===== src/rtl/sr_debounce_ctrl_if.sv =====
`default_nettype none
// ============================================================================
// Module   : sr_debounce_ctrl_if
// Purpose  : Button-side and latch-side signal bundle for sr_debounce_ctrl.
//            The master drives the raw buttons and observes the clean outputs;
//            the slave is the debounce controller itself.
// Revision : 1.0 - initial release
// ============================================================================
interface sr_debounce_ctrl_if;

  logic set_raw;      // raw set button, asynchronous, may bounce
  logic reset_raw;    // raw reset button, asynchronous, may bounce
  logic set_pulse;    // one-cycle pulse on an accepted set press
  logic reset_pulse;  // one-cycle pulse on an accepted reset press
  logic q;            // registered latch state
  logic qbar;         // registered complement of q
  logic conflict;     // both debounced levels high

  modport master (
    output set_raw,
    output reset_raw,
    input  set_pulse,
    input  reset_pulse,
    input  q,
    input  qbar,
    input  conflict
  );

  modport slave (
    input  set_raw,
    input  reset_raw,
    output set_pulse,
    output reset_pulse,
    output q,
    output qbar,
    output conflict
  );

endinterface
`default_nettype wire


===== src/rtl/sr_debounce_ctrl.sv =====
`default_nettype none
// ============================================================================
// Module   : sr_debounce_ctrl
// Purpose  : Synchronizes and debounces raw set/reset buttons, then drives
//            clean one-cycle pulses and a registered q/qbar pair that never
//            sees S=R=1. Simultaneous presses are flagged on conflict.
// Revision : 1.0 - initial release
// ============================================================================
module sr_debounce_ctrl #(
  parameter int DB_CYCLES = 4,
  parameter int CNT_W     = 8
) (
  input  logic              clk,
  input  logic              rst_n,
  sr_debounce_ctrl_if.slave sr_if
);

  // Count value at which a persistent difference is accepted.
  localparam logic [CNT_W-1:0] c_DB_LAST = CNT_W'(DB_CYCLES - 1);

  // Channel 0 is set, channel 1 is reset.
  logic [1:0] w_raw;
  logic [1:0] s1_q;
  logic [1:0] s2_q;
  logic [1:0] w_db_q;
  logic [1:0] w_db_d;

  logic       w_set_rise;
  logic       w_reset_rise;
  logic       w_set_acc;
  logic       w_reset_acc;
  logic       q_d;

  logic       set_pulse_q;
  logic       reset_pulse_q;
  logic       q_q;
  logic       qbar_q;
  logic       conflict_q;

  assign w_raw = {sr_if.reset_raw, sr_if.set_raw};

  // Two-flop synchronizer on both raw buttons.
  always_ff @(posedge clk or negedge rst_n) begin
    if (!rst_n) begin
      s1_q <= 2'b00;
      s2_q <= 2'b00;
    end else begin
      s1_q <= w_raw;
      s2_q <= s1_q;
    end
  end

  generate
    for (genvar g = 0; g < 2; g++) begin : g_chan
      logic             db_q;
      logic             db_d;
      logic [CNT_W-1:0] cnt_q;
      logic [CNT_W-1:0] cnt_d;

      // Debounce next state: any matching cycle restarts the count, and a
      // difference lasting DB_CYCLES cycles loads the new level.
      always_comb begin
        db_d  = db_q;
        cnt_d = cnt_q;
        if (s2_q[g] == db_q) begin
          cnt_d = '0;
        end else if (cnt_q == c_DB_LAST) begin
          db_d  = s2_q[g];
          cnt_d = '0;
        end else begin
          cnt_d = cnt_q + CNT_W'(1);
        end
      end

      // Debounced level and counter registers.
      always_ff @(posedge clk or negedge rst_n) begin
        if (!rst_n) begin
          db_q  <= 1'b0;
          cnt_q <= '0;
        end else begin
          db_q  <= db_d;
          cnt_q <= cnt_d;
        end
      end

      assign w_db_q[g] = db_q;
      assign w_db_d[g] = db_d;
    end
  endgenerate

  // A rise is accepted only if the other channel will not be high after
  // this edge; a suppressed rise is simply lost, never replayed later.
  assign w_set_rise   = w_db_d[0] & ~w_db_q[0];
  assign w_reset_rise = w_db_d[1] & ~w_db_q[1];
  assign w_set_acc    = w_set_rise   & ~w_db_d[1];
  assign w_reset_acc  = w_reset_rise & ~w_db_d[0];

  // Latch state next value: set wins over hold, reset over hold; the two
  // acceptances are mutually exclusive by construction.
  always_comb begin
    q_d = q_q;
    if (w_set_acc) begin
      q_d = 1'b1;
    end else if (w_reset_acc) begin
      q_d = 1'b0;
    end
  end

  // Output registers, updated on the same edge as the debounced levels.
  always_ff @(posedge clk or negedge rst_n) begin
    if (!rst_n) begin
      set_pulse_q   <= 1'b0;
      reset_pulse_q <= 1'b0;
      q_q           <= 1'b0;
      qbar_q        <= 1'b1;
      conflict_q    <= 1'b0;
    end else begin
      set_pulse_q   <= w_set_acc;
      reset_pulse_q <= w_reset_acc;
      q_q           <= q_d;
      qbar_q        <= ~q_d;
      conflict_q    <= w_db_d[0] & w_db_d[1];
    end
  end

  assign sr_if.set_pulse   = set_pulse_q;
  assign sr_if.reset_pulse = reset_pulse_q;
  assign sr_if.q           = q_q;
  assign sr_if.qbar        = qbar_q;
  assign sr_if.conflict    = conflict_q;

endmodule
`default_nettype wire


===== src/flat_wrapper.sv =====
// flat-port wrapper written by rule: the top's interface ports become plain ports
module sr_debounce_ctrl_flat 
#(
  parameter int DB_CYCLES = 4,
  parameter int CNT_W     = 8
)
  (clk, rst_n, sr_if_set_raw, sr_if_reset_raw, sr_if_set_pulse, sr_if_reset_pulse, sr_if_q, sr_if_qbar, sr_if_conflict);
  sr_debounce_ctrl_if sr_if_i ();
  input  logic clk;
  input  logic rst_n;
  input wire logic [$bits(sr_if_i.set_raw)-1:0] sr_if_set_raw;
  input wire logic [$bits(sr_if_i.reset_raw)-1:0] sr_if_reset_raw;
  output wire logic [$bits(sr_if_i.set_pulse)-1:0] sr_if_set_pulse;
  output wire logic [$bits(sr_if_i.reset_pulse)-1:0] sr_if_reset_pulse;
  output wire logic [$bits(sr_if_i.q)-1:0] sr_if_q;
  output wire logic [$bits(sr_if_i.qbar)-1:0] sr_if_qbar;
  output wire logic [$bits(sr_if_i.conflict)-1:0] sr_if_conflict;
  assign sr_if_i.set_raw = sr_if_set_raw;
  assign sr_if_i.reset_raw = sr_if_reset_raw;
  assign sr_if_set_pulse = sr_if_i.set_pulse;
  assign sr_if_reset_pulse = sr_if_i.reset_pulse;
  assign sr_if_q = sr_if_i.q;
  assign sr_if_qbar = sr_if_i.qbar;
  assign sr_if_conflict = sr_if_i.conflict;
  sr_debounce_ctrl #(.DB_CYCLES(DB_CYCLES), .CNT_W(CNT_W)) u_core (.clk(clk), .rst_n(rst_n), .sr_if(sr_if_i));
endmodule

===== config.mk =====
export PLATFORM = sky130hd
export DESIGN_NAME = sr_debounce_ctrl_flat
export DESIGN_NICKNAME = d
export VERILOG_FILES = /design/src/rtl/sr_debounce_ctrl_if.sv /design/src/rtl/sr_debounce_ctrl.sv /design/src/flat_wrapper.sv
export SDC_FILE = /design/constraint.sdc
export NUM_CORES = 1
export LEC_CHECK = 0
export ABC_AREA = 1
export CORE_ASPECT_RATIO = 1.2
export CORE_MARGIN = 10
export CORE_UTILIZATION = 49
export DETAILED_ROUTE_END_ITERATION = 6
export PLACE_DENSITY = 0.75
export SETUP_SLACK_MARGIN = 0.5
export SYNTH_ARGS = -nofsm -noshare
export SYNTH_HDL_FRONTEND = slang
export SYNTH_SLANG_ARGS = --single-unit

===== constraint.sdc =====
create_clock -name clk -period 2.6 [get_ports clk]
set_input_delay 0.26 -clock clk [delete_from_list [all_inputs] [get_ports clk]]
set_output_delay 0.26 -clock clk [all_outputs]
set_load 0.01 [all_outputs]

**Run 1: signal wires by layer**

Drawn at 6 px/µm. Two of the layers only.
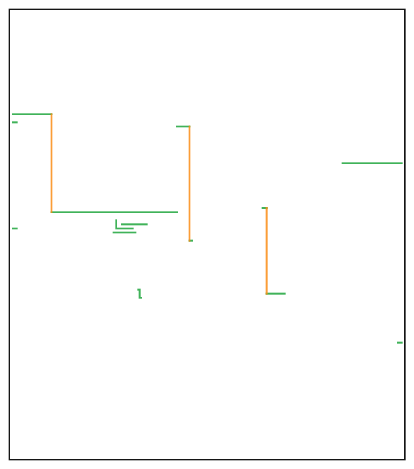
- met4: orange (wire length 49.6 µm)
- met3: green (wire length 59.0 µm)

**Run 1: sequential cells grouped by signal name**

Drawn at 6 px/µm. Other sequential cells in the stronger gray, the rest of the logic in the fainter gray.
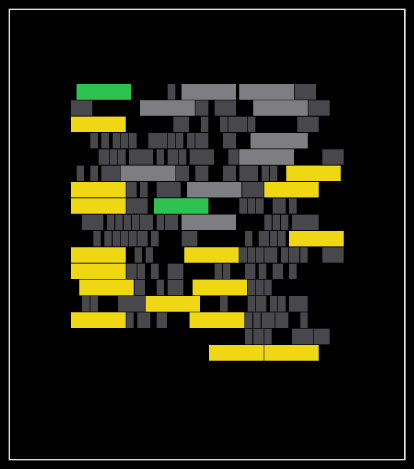
- `u_core.s1_q`: green (placed flops 2)
- `u_core.g_chan.cnt_q`: yellow (placed flops 16)

**Run 1: the metal 1 layer**

Drawn at 8 px/µm. Supply wires on this layer in gray.
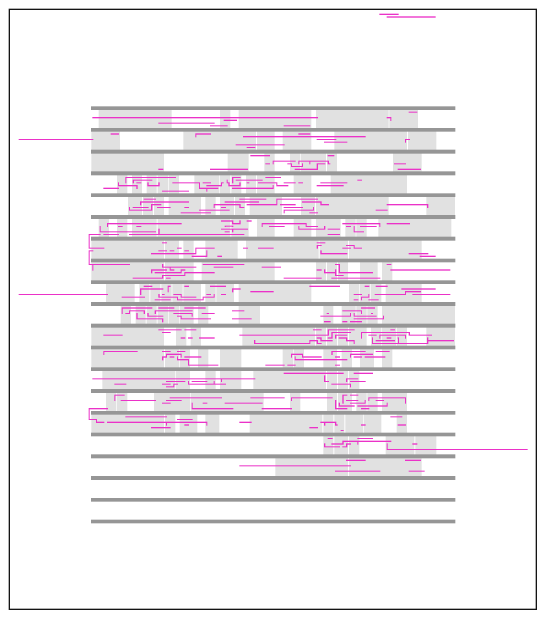
- main direction: horizontal
- nets with wire on the layer: 151
- wire length on this layer: 863 µm
- share of all routed wire: 45%
routing usage on met1: 9.532%
routed wire length: 1.926 mm
via count: 864

==> results.sh, run 1 <==
# physical design summary
export IMPL_clock_sinks=27
export IMPL_cp_slowest_stage_delay_ns=0.54
export IMPL_finalSetupTns_ns=0
export IMPL_p_sw_share_pct=34.40
export IMPL_p_int_mw=0.6812
export IMPL_combPwrFrac_pct=29.3
export IMPL_crit_chain="clkdlybuf4s50_1"
export IMPL_grt_busiest_layer="met2"
export IMPL_clock_fmax_mhz=599.7
export IMPL_fp_util_pct=52.15
export IMPL_mostFrequentLayoutCell="dfrtp_1"
export IMPL_numPortBuffers=8
export IMPL_inv_count=25
export IMPL_globalplace_congestion=0.7973
export IMPL_finalSetupViolCount=0
export IMPL_critPathSlowestCell="dfstp_2"
export IMPL_final_area_um2=1384
export IMPL_clkLatencyLatePin_ns=0.33
export IMPL_drt_iter0_markers=30
export IMPL_hold_path_class="in2async"
export IMPL_synth_cells=138
export IMPL_postLayoutSetupSlackWorst_ns=0.9324
export IMPL_io_pin_count=9
export IMPL_synth_flops=27
export IMPL_synth_edff_count=0
export IMPL_syn_area_um2=1227
export IMPL_met3_usage_pct=2.374
export IMPL_seq_area_share_pct=48.91
export IMPL_status="finished clean"
export IMPL_clk_share_pct=2.170
export IMPL_seq_area_um2=676.9
export IMPL_die_area_um2=4915
export IMPL_buffer_area_share_pct=6.329
export IMPL_layout_nets=158
export IMPL_grt_pass1_vias=869
export IMPL_mostFrequentLayoutCells="26 x dfrtp_1, 25 x nand2_1, 21 x nor2_1"
export IMPL_antenna_found_initial=0
export IMPL_slew_violations=0
export IMPL_wire_per_inst_um=10.58
export IMPL_grt_ovfl_total=0
export IMPL_slew_headroom_pct=78.29
export IMPL_yosysCellCount=138
export IMPL_grt_pass1_wl_mm=3.470
export IMPL_die_y_um=74.83
export IMPL_power_mw=1.038
export IMPL_drive_gt1_share_pct=21.19
export IMPL_cts_tree="done"
export IMPL_wl_met1_um=862
export IMPL_viasPerCell=4.747
export IMPL_cts_htree_levels=1
export IMPL_cts_made_buffers=3
export IMPL_nFillCells=195
export IMPL_rows=19
export IMPL_switchingPower_mw=0.3572
export IMPL_postRouteAntennaNets=0
-- run 1: through the flow --
step	hold WS (ns)	std cells	util, %
after detailed placement	0.3403	178	57.52
after global placement	0.3327	178	57.52
after CTS	0.2736	182	58.80
final	0.2676	182	58.80
after global routing	0.2889	182	58.80
after floorplan	-0.03559	138	-
-- run 1: logic make-up after synthesis --
kind of cell	synth area share, %
flip-flops	55.15
adder cells (fa/ha/maj)	2.038
AND/OR/NAND/NOR	28.75
buffers and inverters	7.645
AND-OR/OR-AND	3.567
XOR/XNOR	2.854
-- run 1: worst paths after layout --
check | startpoint | cells after the start | slack, ns | endpoint
hold reg to reg | u_core.s1_q[1]$_DFF_PN0_ | 0 | 0.37 | u_core.s2_q[1]$_DFF_PN0_
setup / recovery | u_core.sr_if.qbar$_DFF_PN1_ | 1 | 0.93 | sr_if_qbar
setup reg to reg | u_core.g_chan[1].cnt_q[0]$_DFF_PN0_ | 8 | 1.27 | u_core.sr_if.q$_DFF_PN0_
hold / removal | rst_n | 2 | 0.27 | u_core.g_chan[1].cnt_q[1]$_DFF_PN0_
min in group clk | sr_if_set_raw | 1 | 0.34 | u_core.s1_q[0]$_DFF_PN0_
max in group asynchronous | rst_n | 2 | 2.04 | u_core.sr_if.qbar$_DFF_PN1_
-- run 1: state kept, by name, indices dropped and copies added (netlist names) --
| register | cells |
|---|---|
| u_core.sr_if.conflict | 1 |
| u_core.s1_q | 2 |
| u_core.sr_if.set_pulse | 1 |
| u_core.sr_if.q | 1 |
| u_core.sr_if.reset_pulse | 1 |
| u_core.g_chan.db_q | 2 |
| u_core.g_chan.cnt_q | 16 |
| u_core.s2_q | 2 |
| u_core.sr_if.qbar | 1 |
==> run 2, diff against run 1 <==
clock period = 1.6 ns   (was 2.6 ns; I/O delays follow)
**Run 2: signal wires by layer**

Drawn at 6 px/µm. Two of the layers only.
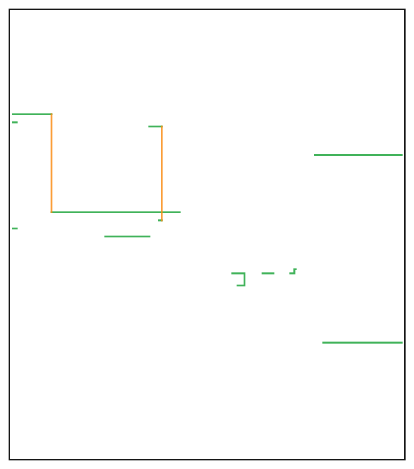
- met3: green (wire length 75.1 µm)
- met4: orange (wire length 32.0 µm)

**Run 2: sequential cells grouped by signal name**

Drawn at 6 px/µm. Other sequential cells in the stronger gray, the rest of the logic in the fainter gray.
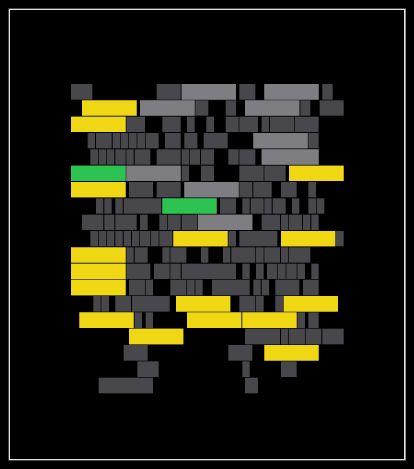
- `u_core.g_chan.cnt_q`: yellow (placed flops 16)
- `u_core.s1_q`: green (placed flops 2)
- not colored: 9

==> run 2 against run 1 <==
Worst setup slack lost 0.60 ns. Critical endpoint is now u_core.g_chan[0].db_q$_DFF_PN0_. Sequential share of layout area shrank 7.9 points. Register-to-register slack lost 0.94 ns. Flip-flop count is the same. Largest power group unchanged.
==> results.sh, run 2 <==
# physical design summary
export IMPL_yosys_top_cells_count="26 x dfrtp_1, 25 x nand2_1, 21 x nor2_1"
export IMPL_wl_met1_um=946
export IMPL_rows=19
export IMPL_critPathKind="reg2reg"
export IMPL_hold_path_class="in2async"
export IMPL_cp_depth=8
export IMPL_clock_fmax_mhz=788.1
export IMPL_slew_headroom_pct=78.12
export IMPL_yosys_area_top_type_share_pct=53.01
export IMPL_reg2reg_from="u_core.g_chan[0].cnt_q[1]$_DFF_PN0_"
export IMPL_fp_util_pct=52.15
export IMPL_io_pin_count=9
export IMPL_synth_flops=27
export IMPL_slew_violations=0
export IMPL_wire_per_inst_um=12.84
export IMPL_finalSetupViolCount=0
export IMPL_die_area_um2=4915
export IMPL_largest_reg_flops=16
export IMPL_cts_htree_levels=1
export IMPL_die_y_um=74.83
export IMPL_r2r_end="u_core.g_chan[0].db_q$_DFF_PN0_"
export IMPL_p_leak_nw=0.7771
export IMPL_synth_cells=138
export IMPL_cts_made_buffers=3
export IMPL_numPortBuffers=8
export IMPL_nFillCells=159
export IMPL_cts_tree="done"
export IMPL_finalSetupTns_ns=0
export IMPL_hold_buffers=0
export IMPL_synth_edff_count=0
export IMPL_tightest_slew_ns=0.3282
export IMPL_power_mw=1.969
export IMPL_crit_chain="ha_4, nand2_2, nor2_4, nand2_2, nand2_2, nand2_4, buf_4, inv_1"
export IMPL_drt_iter0_markers=30
export IMPL_cp_slowest_stage_delay_ns=0.43
export IMPL_drive_gt1_share_pct=44.05
export IMPL_grt_total_usage_pct=10.36
export IMPL_grt_pass1_wl_mm=4.029
export IMPL_postRouteAntennaNets=0
export IMPL_critPathSlowestCell="dfrtp_1"
export IMPL_syn_area_um2=1227
export IMPL_r2r_slack_ns=0.33
export IMPL_seq_area_um2=676.9
export IMPL_antenna_found_initial=0
export IMPL_grt_ovfl_total=0
export IMPL_wl_met2_mm=1.502
export IMPL_startpoint="u_core.g_chan[0].cnt_q[1]$_DFF_PN0_"
export IMPL_clkLatencyLatePin_ns=0.32
export IMPL_cp_common_cell="nand2_2"
export IMPL_clock_sinks=27
export IMPL_largest_register="u_core.g_chan.cnt_q"
export IMPL_globalplace_congestion=0.8257
export IMPL_viasPerCell=4.774
export IMPL_mostFrequentLayoutCell="dfrtp_1"
export IMPL_mostFrequentLayoutCells="26 x dfrtp_1, 19 x nor2_1, 18 x nand2_1"
export IMPL_endpoint="u_core.g_chan[0].db_q$_DFF_PN0_"
export IMPL_grt_pass1_vias=947
export IMPL_r2r_cells=8
export IMPL_layout_nets=175
export IMPL_status="finished clean"
export IMPL_yosysCellCount=138
**Run 2: signal wires on met3**

Drawn at 4 px/µm.
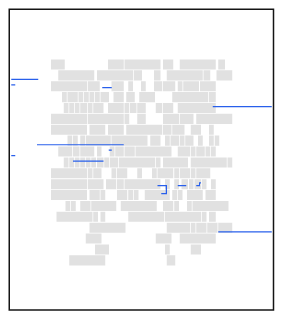
- share of all routed wire: 2.9%
- nets with wire on the layer: 10
- longest straight run: 21.4 µm
met3 Track Usage GR: 2.522%
via count: 950
routed wire length: 2.556 mm

==> run 2: cell counts after synthesis <==
No cell type changed its count.
==> run 2: what timing repair did <==
| item | CTS | global route |
|---|---|---|
| gates resized | 34 | 21 |
| pin swaps | 9 | 13 |
| endpoints found under the setup margin | 20 | 22 |
| setup buffers | 11 | 6 |
==> run 2: report_power, final <==
group | switching (mW) | internal (mW) | leakage [nW]
Combinational | 0.432 | 0.327 | 0.406
Clock | 0.194 | 0.0934 | 0.0177
Sequential | 0.111 | 0.812 | 0.353
==> run 2: kinds of logic after synthesis <==
logic type,Yosys count,synth area share (%)
xor+xnor,4,2.854
flops,27,55.15
fa+ha+maj,2,2.038
buf+inv,25,7.645
simple gates,72,28.75
compound gates,8,3.567
==> run 2: cell type report <==
type | count | area share (%)
sequential | 27 | 40.98
multi-input combinational | 86 | 36.97
timing repair buffer | 26 | 12.35
inverter | 25 | 5.682
tap | 31 | 2.348
clock buffer | 3 | 1.364
clock inverter | 1 | 0.3030
==> run 2: through the flow <==
step	hold WS [ns]	area (µm²)	utilization, %	setup slack, ns	instances
2_1_floorplan	-0.1356	1235	-	0.4107	138
3_3_place_gp	0.3320	1361	57.84	0.3429	178
3_5_place_dp	0.3347	1361	57.84	0.3051	178
4_1_cts	0.1923	1505	63.96	0.3731	193
5_1_grt	0.2160	1652	70.18	0.2622	199
6_report	0.1924	1652	70.18	0.3312	199
==> run 2: worst register-to-register path: cells and delay by family (launching register included) <==
kind	cells	cell delay, ns
flip-flops	1	0.43
adder cells (fa/ha/maj)	1	0.18
buffers and inverters	2	0.20
AND/OR/NAND/NOR	5	0.43
==> run 2: routing by layer <==
metal / vias up / global-route usage (%)
met2: 15 / 19.57
met5: - / 0
met3: 4 / 2.522
met4: 0 / 4.048
li1: 478 / -
met1: 453 / 10.67
==> run 3, diff against run 2 <==
PLACE_DENSITY = 0.77   (was 0.75)
clock period = 1 ns   (was 1.6 ns; I/O delays follow)
**Run 3: met4 routing**

Drawn at 6 px/µm. Supply wires on this layer in gray.
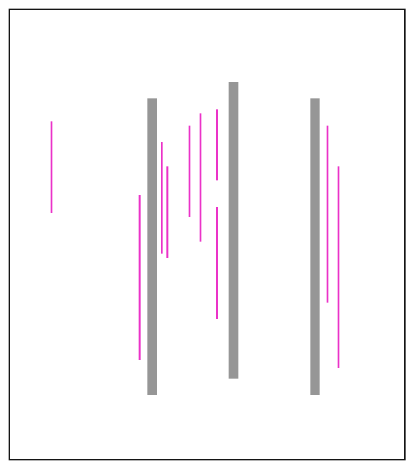
- share of all routed wire: 6.3%
- main direction: vertical
- longest straight run: 33.3 µm
- nets with wire on the layer: 10
- wire length on this layer: 204 µm

**Run 3: signal wires by layer**

Drawn at 6 px/µm. Two of the layers only.
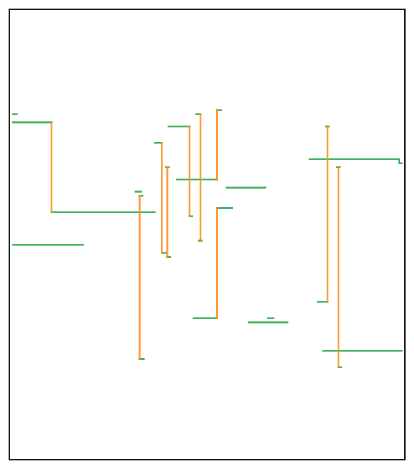
- met3: green (wire length 104 µm)
- met4: orange (wire length 204 µm)
drt wl/cell: 14.89 µm
GRT Util Overall: 12.35%
routed wire length: 3.217 mm
via count: 1088

==> run 3 against run 2 <==
The flow now finishes with violations (negative setup slack). Global-route usage rose by 2.0 points. First-iteration DRC count rose by 17%. Sequential power rose by about 60%. Fmax fell by 5.7%. Worst setup slack got worse by 0.68 ns. Power rose by 78%. Die area did not move. Non-clock buffer count rose by 17.
==> results.sh, run 3 <==
# physical design summary
export IMPL_antenna_found_initial=0
export IMPL_p_int_mw=2.175
export IMPL_syn_area_um2=1227
export IMPL_reg2reg_from="u_core.g_chan[1].cnt_q[0]$_DFF_PN0_"
export IMPL_synth_flops=27
export IMPL_cts_made_buffers=3
export IMPL_tightest_slew_ns=0.2720
export IMPL_largest_register="u_core.g_chan.cnt_q"
export IMPL_fp_util_pct=52.15
export IMPL_layout_nets=192
export IMPL_mostFrequentLayoutCells="28 x buf_4, 26 x dfrtp_1, 18 x nor2_1"
export IMPL_violations="negative setup slack"
export IMPL_cp_depth=9
export IMPL_cts_htree_levels=1
export IMPL_cts_setup_buffers=8
export IMPL_yosys_top_cells_count="26 x dfrtp_1, 25 x nand2_1, 21 x nor2_1"
export IMPL_yosysCellCount=138
export IMPL_finalSetupViolCount=24
export IMPL_synthXorXnorAreaFrac_pct=2.854
export IMPL_hold_path_class="in2async"
export IMPL_postLayoutSetupSlackWorst_ns=-0.3460
export IMPL_combPwrFrac_pct=44.3
export IMPL_synth_cells=138
export IMPL_ctsResizeCount=48
export IMPL_cp_slowest_stage_delay_ns=0.43
export IMPL_topCombFamilyByArea="simple AND/OR/NAND/NOR gates"
export IMPL_status="complete, but fails checks"
export IMPL_dp_cells=202
export IMPL_clkLatencyLatePin_ns=0.32
export IMPL_io_pin_count=9
export IMPL_aoi_share_pct=3.568
export IMPL_numPortBuffers=8
export IMPL_largest_reg_flops=16
export IMPL_critPathSlowestCell="dfrtp_1"
export IMPL_crit_chain="buf_6, buf_6, nand3_4, nor2_4, nand3_2, nor2_1, nand2_1, nand2_1, nor2_1"
export IMPL_adder_share_pct=2.039
export IMPL_viasPerCell=5.037
export IMPL_power_frac_seq_pct=42.3
export IMPL_r2r_end="u_core.g_chan[1].cnt_q[7]$_DFF_PN0_"
export IMPL_hold_buffers=0
export IMPL_r2r_cells=9
export IMPL_endpoint="u_core.g_chan[1].cnt_q[7]$_DFF_PN0_"
export IMPL_yosys_area_top_type_share_pct=53.01
**Run 3: sequential cells grouped by signal name**

Drawn at 6 px/µm. Other sequential cells in the stronger gray, the rest of the logic in the fainter gray.
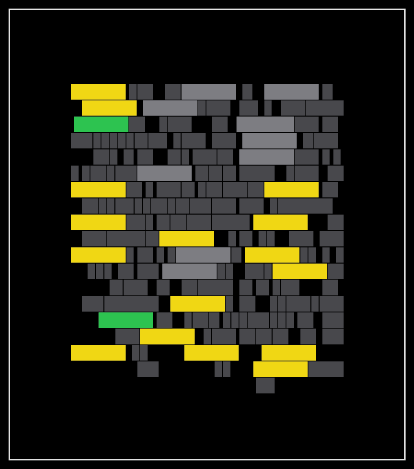
- `u_core.s1_q`: green (placed flops 2)
- `u_core.g_chan.cnt_q`: yellow (placed flops 16)

run 3: routing by layer:
layer | vias up | wire length, µm | GRT usage, %
li1 | 511 | - | -
met1 | 525 | 1075 | 11.28
met4 | 0 | 204 | 9.048
met2 | 32 | 1834 | 23.33
met5 | - | 0 | 0
met3 | 20 | 103 | 2.819
run 3: through the flow:
stage,area (µm²),hold slack [ns],util (%),worst slack (ns),power [mW]
4_1_cts,1728,0.08004,73.42,-0.2668,3.212
5_1_grt,1853,0.1109,78.73,-0.4414,3.696
3_5_place_dp,1559,0.3495,66.24,-0.2812,2.525
3_3_place_gp,1559,0.3328,66.24,-0.2358,2.482
6_report,1853,0.07908,78.73,-0.3460,3.505
2_1_floorplan,1252,-0.1956,-,-0.1889,2.012
run 3: kinds of logic after synthesis:
logic type / after synthesis
AND-OR/OR-AND: 8
XOR/XNOR: 4
adder cells (fa/ha/maj): 2
buffers and inverters: 25
flip-flops: 27
AND/OR/NAND/NOR: 72
run 3: power by group through the flow:
stage          combinational [mW]  clock (mW)  sequential, mW
6_report                     1.55       0.472            1.48
5_1_grt                      1.67       0.527            1.49
4_1_cts                      1.31       0.477            1.42
3_5_place_dp                 1.09           0            1.43
3_3_place_gp                 1.06           0            1.42
2_1_floorplan               0.527           0            1.49
run 3: worst register-to-register path, cell delays in order, from the launching register on:
cell and delay [ns]:
dfrtp_1 0.43, buf_6 0.12, buf_6 0.09, nand3_4 0.09, nor2_4 0.11, nand3_2 0.10, nor2_1 0.14, nand2_1 0.06
nand2_1 0.07, nor2_1 0.04
run 3: final cells by class:
class                      instances  area, µm²
inverter                          25      93.84
clock buffer                       4      26.28
tap                               31      38.79
multi-input combinational         86      660.6
fill                             128      500.5
sequential                        27      676.9
timing repair buffer              43      356.6
Power is estimated from default activity; no workload was simulated.
